`src/rtl/simplerisc_pkg.sv`:
```
// Shared SimpleRISC encodings: opcodes, instruction field positions and
// immediate-modifier codes used by the operand-fetch stage.
package simplerisc_pkg;

  typedef enum logic [4:0] {
    OP_ADD  = 5'd0,  OP_SUB  = 5'd1,  OP_MUL  = 5'd2,  OP_DIV  = 5'd3,
    OP_MOD  = 5'd4,  OP_CMP  = 5'd5,  OP_AND  = 5'd6,  OP_OR   = 5'd7,
    OP_NOT  = 5'd8,  OP_MOV  = 5'd9,  OP_LSL  = 5'd10, OP_LSR  = 5'd11,
    OP_ASR  = 5'd12, OP_NOP  = 5'd13, OP_LD   = 5'd14, OP_ST   = 5'd15,
    OP_BEQ  = 5'd16, OP_BGT  = 5'd17, OP_B    = 5'd18, OP_CALL = 5'd19,
    OP_RET  = 5'd20
  } opcode_t;

  localparam logic [31:0] NOP_INST = 32'h6800_0000;
  localparam logic [3:0]  REG_RA   = 4'd15;

  localparam int OPC_LSB = 27;
  localparam int I_BIT   = 26;
  localparam int RD_LSB  = 22;
  localparam int RS1_LSB = 18;
  localparam int RS2_LSB = 14;
  localparam int MOD_LSB = 16;
  localparam int OFF_W   = 27;

  localparam logic [1:0] IMM_SEXT = 2'b00;
  localparam logic [1:0] IMM_ZEXT = 2'b01;
  localparam logic [1:0] IMM_HI   = 2'b10;

endpackage

```
`src/rtl/of_decode.sv`:
```
// Combinational field decode: register-port addresses, source-use flags,
// extended immediate and sign-extended branch offset.
module of_decode
  import simplerisc_pkg::*;
#(
  parameter int XLEN = 32
) (
  input  logic [31:0]     inst_i,
  output logic [3:0]      ra1_o,
  output logic [3:0]      ra2_o,
  output logic            uses_rs1_o,
  output logic            uses_rs2_o,
  output logic [XLEN-1:0] immx_o,
  output logic [XLEN-1:0] off_o
);

  logic [4:0]  opc;
  logic        i_bit;
  logic [1:0]  imod;
  logic [15:0] imm16;
  logic        is_alu;

  assign opc    = inst_i[OPC_LSB +: 5];
  assign i_bit  = inst_i[I_BIT];
  assign imod   = inst_i[MOD_LSB +: 2];
  assign imm16  = inst_i[15:0];
  assign is_alu = (opc <= OP_ASR);

  assign ra1_o = (opc == OP_RET) ? REG_RA : inst_i[RS1_LSB +: 4];
  assign ra2_o = (opc == OP_ST)  ? inst_i[RD_LSB +: 4] : inst_i[RS2_LSB +: 4];

  // mov/not take their source through rs2, so they only hit the rs2 check
  assign uses_rs1_o = !(opc inside {OP_NOP, OP_B, OP_CALL, OP_MOV, OP_NOT});
  assign uses_rs2_o = (is_alu && !i_bit) || (opc == OP_ST);

  always_comb begin
    immx_o = {{(XLEN-16){imm16[15]}}, imm16};
    case (imod)
      IMM_ZEXT: immx_o = {{(XLEN-16){1'b0}}, imm16};
      IMM_HI:   immx_o = {{(XLEN-16){1'b0}}, imm16} << 16;
      default:  immx_o = {{(XLEN-16){imm16[15]}}, imm16};
    endcase
  end

  assign off_o = {{(XLEN-OFF_W){inst_i[OFF_W-1]}}, inst_i[OFF_W-1:0]};

endmodule

```
`src/rtl/of_unit.sv`:
```
// Operand-fetch stage: pairs inst with its PC, reads operands, forms the
// branch target, and owns the load-use interlock and wrong-path squash.
module of_unit
  import simplerisc_pkg::*;
#(
  parameter int XLEN        = 32,
  parameter int FLUSH_SLOTS = 2
) (
  input  logic            clk,
  input  logic            rst,
  input  logic [31:0]     inst,
  input  logic [XLEN-1:0] pc,
  input  logic            isBranchTaken,
  output logic            stop,
  output logic [3:0]      rf_ra1,
  output logic [3:0]      rf_ra2,
  input  logic [XLEN-1:0] rf_rd1,
  input  logic [XLEN-1:0] rf_rd2,
  output logic            ex_valid,
  output logic [31:0]     ex_inst,
  output logic [XLEN-1:0] ex_pc,
  output logic [XLEN-1:0] ex_op1,
  output logic [XLEN-1:0] ex_op2,
  output logic [XLEN-1:0] ex_immx,
  output logic [XLEN-1:0] ex_btarget
);

  localparam logic [1:0] SQ_LOAD = 2'(FLUSH_SLOTS);

  logic            uses_rs1, uses_rs2;
  logic [XLEN-1:0] immx, off;

  of_decode #(.XLEN(XLEN)) u_dec (
    .inst_i     (inst),
    .ra1_o      (rf_ra1),
    .ra2_o      (rf_ra2),
    .uses_rs1_o (uses_rs1),
    .uses_rs2_o (uses_rs2),
    .immx_o     (immx),
    .off_o      (off)
  );

  logic [XLEN-1:0] inst_pc_q, inst_pc_d;
  logic [1:0]      sq_q, sq_d;
  logic            ex_valid_q, ex_valid_d;
  logic [31:0]     ex_inst_q, ex_inst_d;
  logic [XLEN-1:0] ex_pc_q, ex_pc_d, ex_op1_q, ex_op1_d, ex_op2_q, ex_op2_d;
  logic [XLEN-1:0] ex_immx_q, ex_immx_d, ex_bt_q, ex_bt_d;
  logic            ld_use;
  logic [3:0]      ex_rd;

  assign ex_rd  = ex_inst_q[RD_LSB +: 4];
  assign ld_use = ex_valid_q && (ex_inst_q[OPC_LSB +: 5] == OP_LD) &&
                  ((uses_rs1 && (ex_rd == rf_ra1)) ||
                   (uses_rs2 && (ex_rd == rf_ra2)));

  // A squash in flight or starting now overrides the interlock
  assign stop = ld_use && !isBranchTaken && (sq_q == 2'd0);

  always_comb begin
    inst_pc_d  = pc;
    sq_d       = sq_q;
    ex_valid_d = 1'b0;
    ex_inst_d  = NOP_INST;
    ex_pc_d    = '0;
    ex_op1_d   = '0;
    ex_op2_d   = '0;
    ex_immx_d  = '0;
    ex_bt_d    = '0;
    if (isBranchTaken) begin
      sq_d = SQ_LOAD;
    end else if (sq_q != 2'd0) begin
      sq_d = sq_q - 2'd1;
    end else if (ld_use) begin
      inst_pc_d = inst_pc_q;
    end else begin
      ex_valid_d = 1'b1;
      ex_inst_d  = inst;
      ex_pc_d    = inst_pc_q;
      ex_op1_d   = rf_rd1;
      ex_op2_d   = rf_rd2;
      ex_immx_d  = immx;
      ex_bt_d    = inst_pc_q + off;
    end
  end

  // Counter starts at 1: memory output is garbage on the first cycle out of reset
  always_ff @(posedge clk or negedge rst) begin
    if (!rst) begin
      inst_pc_q  <= '0;
      sq_q       <= 2'd1;
      ex_valid_q <= 1'b0;
      ex_inst_q  <= NOP_INST;
      ex_pc_q    <= '0;
      ex_op1_q   <= '0;
      ex_op2_q   <= '0;
      ex_immx_q  <= '0;
      ex_bt_q    <= '0;
    end else begin
      inst_pc_q  <= inst_pc_d;
      sq_q       <= sq_d;
      ex_valid_q <= ex_valid_d;
      ex_inst_q  <= ex_inst_d;
      ex_pc_q    <= ex_pc_d;
      ex_op1_q   <= ex_op1_d;
      ex_op2_q   <= ex_op2_d;
      ex_immx_q  <= ex_immx_d;
      ex_bt_q    <= ex_bt_d;
    end
  end

  assign ex_valid   = ex_valid_q;
  assign ex_inst    = ex_inst_q;
  assign ex_pc      = ex_pc_q;
  assign ex_op1     = ex_op1_q;
  assign ex_op2     = ex_op2_q;
  assign ex_immx    = ex_immx_q;
  assign ex_btarget = ex_bt_q;

endmodule
```
`config.mk`:
```
export PLATFORM = sky130hd
export DESIGN_NAME = of_unit
export DESIGN_NICKNAME = d
export VERILOG_FILES = /design/src/rtl/simplerisc_pkg.sv /design/src/rtl/of_decode.sv /design/src/rtl/of_unit.sv
export SDC_FILE = /design/constraint.sdc
export NUM_CORES = 1
export LEC_CHECK = 0
export CAP_MARGIN = 25
export CORE_ASPECT_RATIO = 1.75
export CORE_MARGIN = 4
export CORE_UTILIZATION = 40
export CTS_BUF_LIST = sky130_fd_sc_hd__clkbuf_2 sky130_fd_sc_hd__clkbuf_4 sky130_fd_sc_hd__clkbuf_8
export CTS_CLUSTER_DIAMETER = 150
export CTS_CLUSTER_SIZE = 28
export DETAILED_ROUTE_END_ITERATION = 8
export GPL_ROUTABILITY_DRIVEN = 0
export PLACE_DENSITY = 0.72
export SETUP_SLACK_MARGIN = 0.2
export SYNTH_ARGS = -nofsm -noshare
export SYNTH_HDL_FRONTEND = slang
export SYNTH_SLANG_ARGS = --single-unit
```
`constraint.sdc`:
```
create_clock -name clk -period 3.9 [get_ports clk]
set_clock_uncertainty 0.05 [all_clocks]
set_input_delay 0.78 -clock clk [delete_from_list [all_inputs] [get_ports clk]]
set_output_delay 0.78 -clock clk [all_outputs]
set_load 0.02 [all_outputs]
```
**Cells coloured by class**

Bar = 20 um. Fill, decap, tap and diode cells in grey.
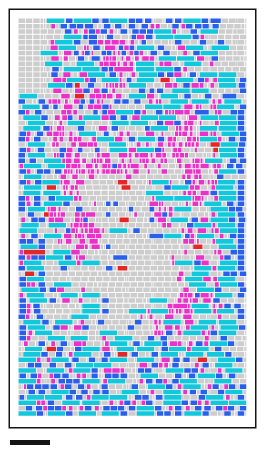
Key: cyan = flops [cells 227, share of their area 43%]; magenta = all other logic [cells 534, share of their area 27%]; red = clock drivers and dummy loads [cells 17, share of their area 1.7%]; blue = other buffers and delay cells [cells 376, share of their area 28%]
post-layout util: 58.58%
final instance area: 13610 um^2
FP Rows: 74
Seq area share: 41.76%

**M2 wires**

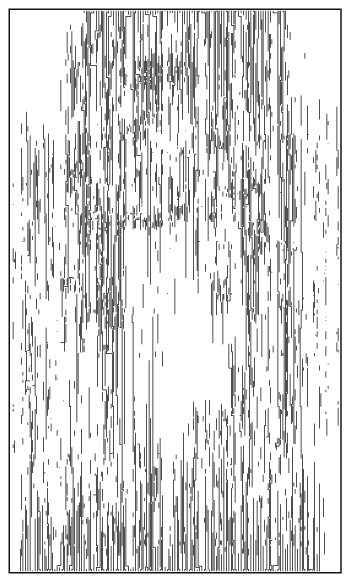
1113 nets have wire on it. The longest straight run is 73.1 um. The layer holds 56% of the routed length. The wires run mostly vertical. The layer carries 15100 um of wire.
vias: 7103
GR Util met2: 38.52%

==> stage by stage <==
stage               instances  area [um^2]  power, uW
global route             1460        13610       5795
finish                   1460        13610       5495
global placement         1440        13330       4462
detailed placement       1440        13330       4485
CTS                      1457        13590       5586
floorplan                 791         9403       3585
==> power by group <==
| part | internal (uW) | switching [uW] |
|---|---|---|
| clock | 353 | 720 |
| combinational | 818 | 905 |
| sequential | 2610 | 94.8 |
==> logic make-up (layout without fill, tap and decap cells) <==
group,after synthesis,after routing
other,0,2
DFF,227,227
buffers and inverters,51,414
xor gates and xnor gates,30,30
adders and majority gates,35,35
muxes,36,36
AOI/OAI and AO/OA,125,125
and+or+nand+nor,287,287
==> flow_summary.yaml <==
# implementation run metrics
final_timing:
  tightest_slew_ns: 0.6374
  setup_ws_ns: 0.2515
  final-hold-violation-count: 0
  fin_crit_ns: 3.649
  finalCritPeriodShare_pct: 93.55
  report.final.setup_viol: 0
  slew_viol_final: 0
  grt_setup_unrepaired: "yes"
  fmax_mhz: 274.1
  timing.hold.ws_ns: 0.1395
logic_synthesis:
  synthCells: 791
  syn_area_um2: 9403
  synthSimpleGateAreaFrac_pct: 16.86
  flop_cell: "dfrtp_1"
  ys_area_um2: 9403
  async_reset_ff_share_pct: 100.0
  yosys-top-cells-area: "dfrtp_1, and2_1, ha_1"
  avgSynthCellArea_um2: 11.89
  mux_area_share_pct: 4.298
  yosysTopAreaCell: "dfrtp_1"
  compound_area_share_pct: 8.303
  synth_seq_share_pct: 60.47
  edf_count: 0
  top_cell: "dfrtp_1"
place:
  portBuffers: 332
  place_ws_ns: -0.3754
  hpwlAfterDp_mm: 20.99
clock_network:
  postCtsHoldBufs: 0
  htree_levels: 1
  post_cts_buffers: 0
  cts.sinks: 227
  postCtsResizedCells: 12
  clockBufferDepth: 3
floorplan:
  die_h_um: 210.8
  coreArea_um2: 23240
  io_pins: 333
  dieArea_um2: 26120
worst_setup_path:
  cp-end-kind: "output port"
  path_depth: 9
  worstPathCellList: "clkdlybuf4s50_1 -> or3b_4 -> or3_4 -> nor2_1 -> o2111ai_2 -> o21ai_2 -> nand2_2 -> inv_1 -> buf_4"
  worst-path-buf-inv: 3
  slowest_stage: "clkdlybuf4s50_1"
  ff2ff_setup_slack_ns: 0.84
  reg2reg_depth: 9
  crit_start: "inst[29]"
  cp_top_family: "simple AND/OR/NAND/NOR gates"
  required_ns: 3.07
  crit_arrival_ns: 2.82
global_routing:
  grt_max_degree: 83
  grt_pass1_vias: 7342
  grtUsageMet1_pct: 22.28
final_layout:
  seq_area_um2: 5685
  clkbuf_count: 16
  logic_area_um2: 3516
  lay_top_cells: "clkdlybuf4s50_1, dfrtp_1, and2_1"
  layout-drive-gt1-share_pct: 9.792
  finalNetCount: 1317
  antenna_cells: 2
  comb_cells: 513
  combAreaFraction_pct: 25.82
  dominant_cells: "sequential cells"
  fillers: 1958
  clock_area_share_pct: 1.700
  layout_top_cell: "clkdlybuf4s50_1"
  num-nonclk-inverters: 21
  buffers_excl_clock: 376
detailed_routing:
  postRouteWirelength_mm: 26.97
  first_iter_violations: 353
  highest-signal-layer: "met4"
  dr_wl_met2_mm: 15.05
  ant_nets: 0
  drc: 0
run_status:
  outcome: "finished, final reports clean"
worst_hold_path:
  hold_path.class: "in2async"
pwr:
  power.density_nw_per_um2: 403.6
job:
  maxCapViolations: 0
  warnings: 28
Power is estimated from default activity; no workload was simulated.
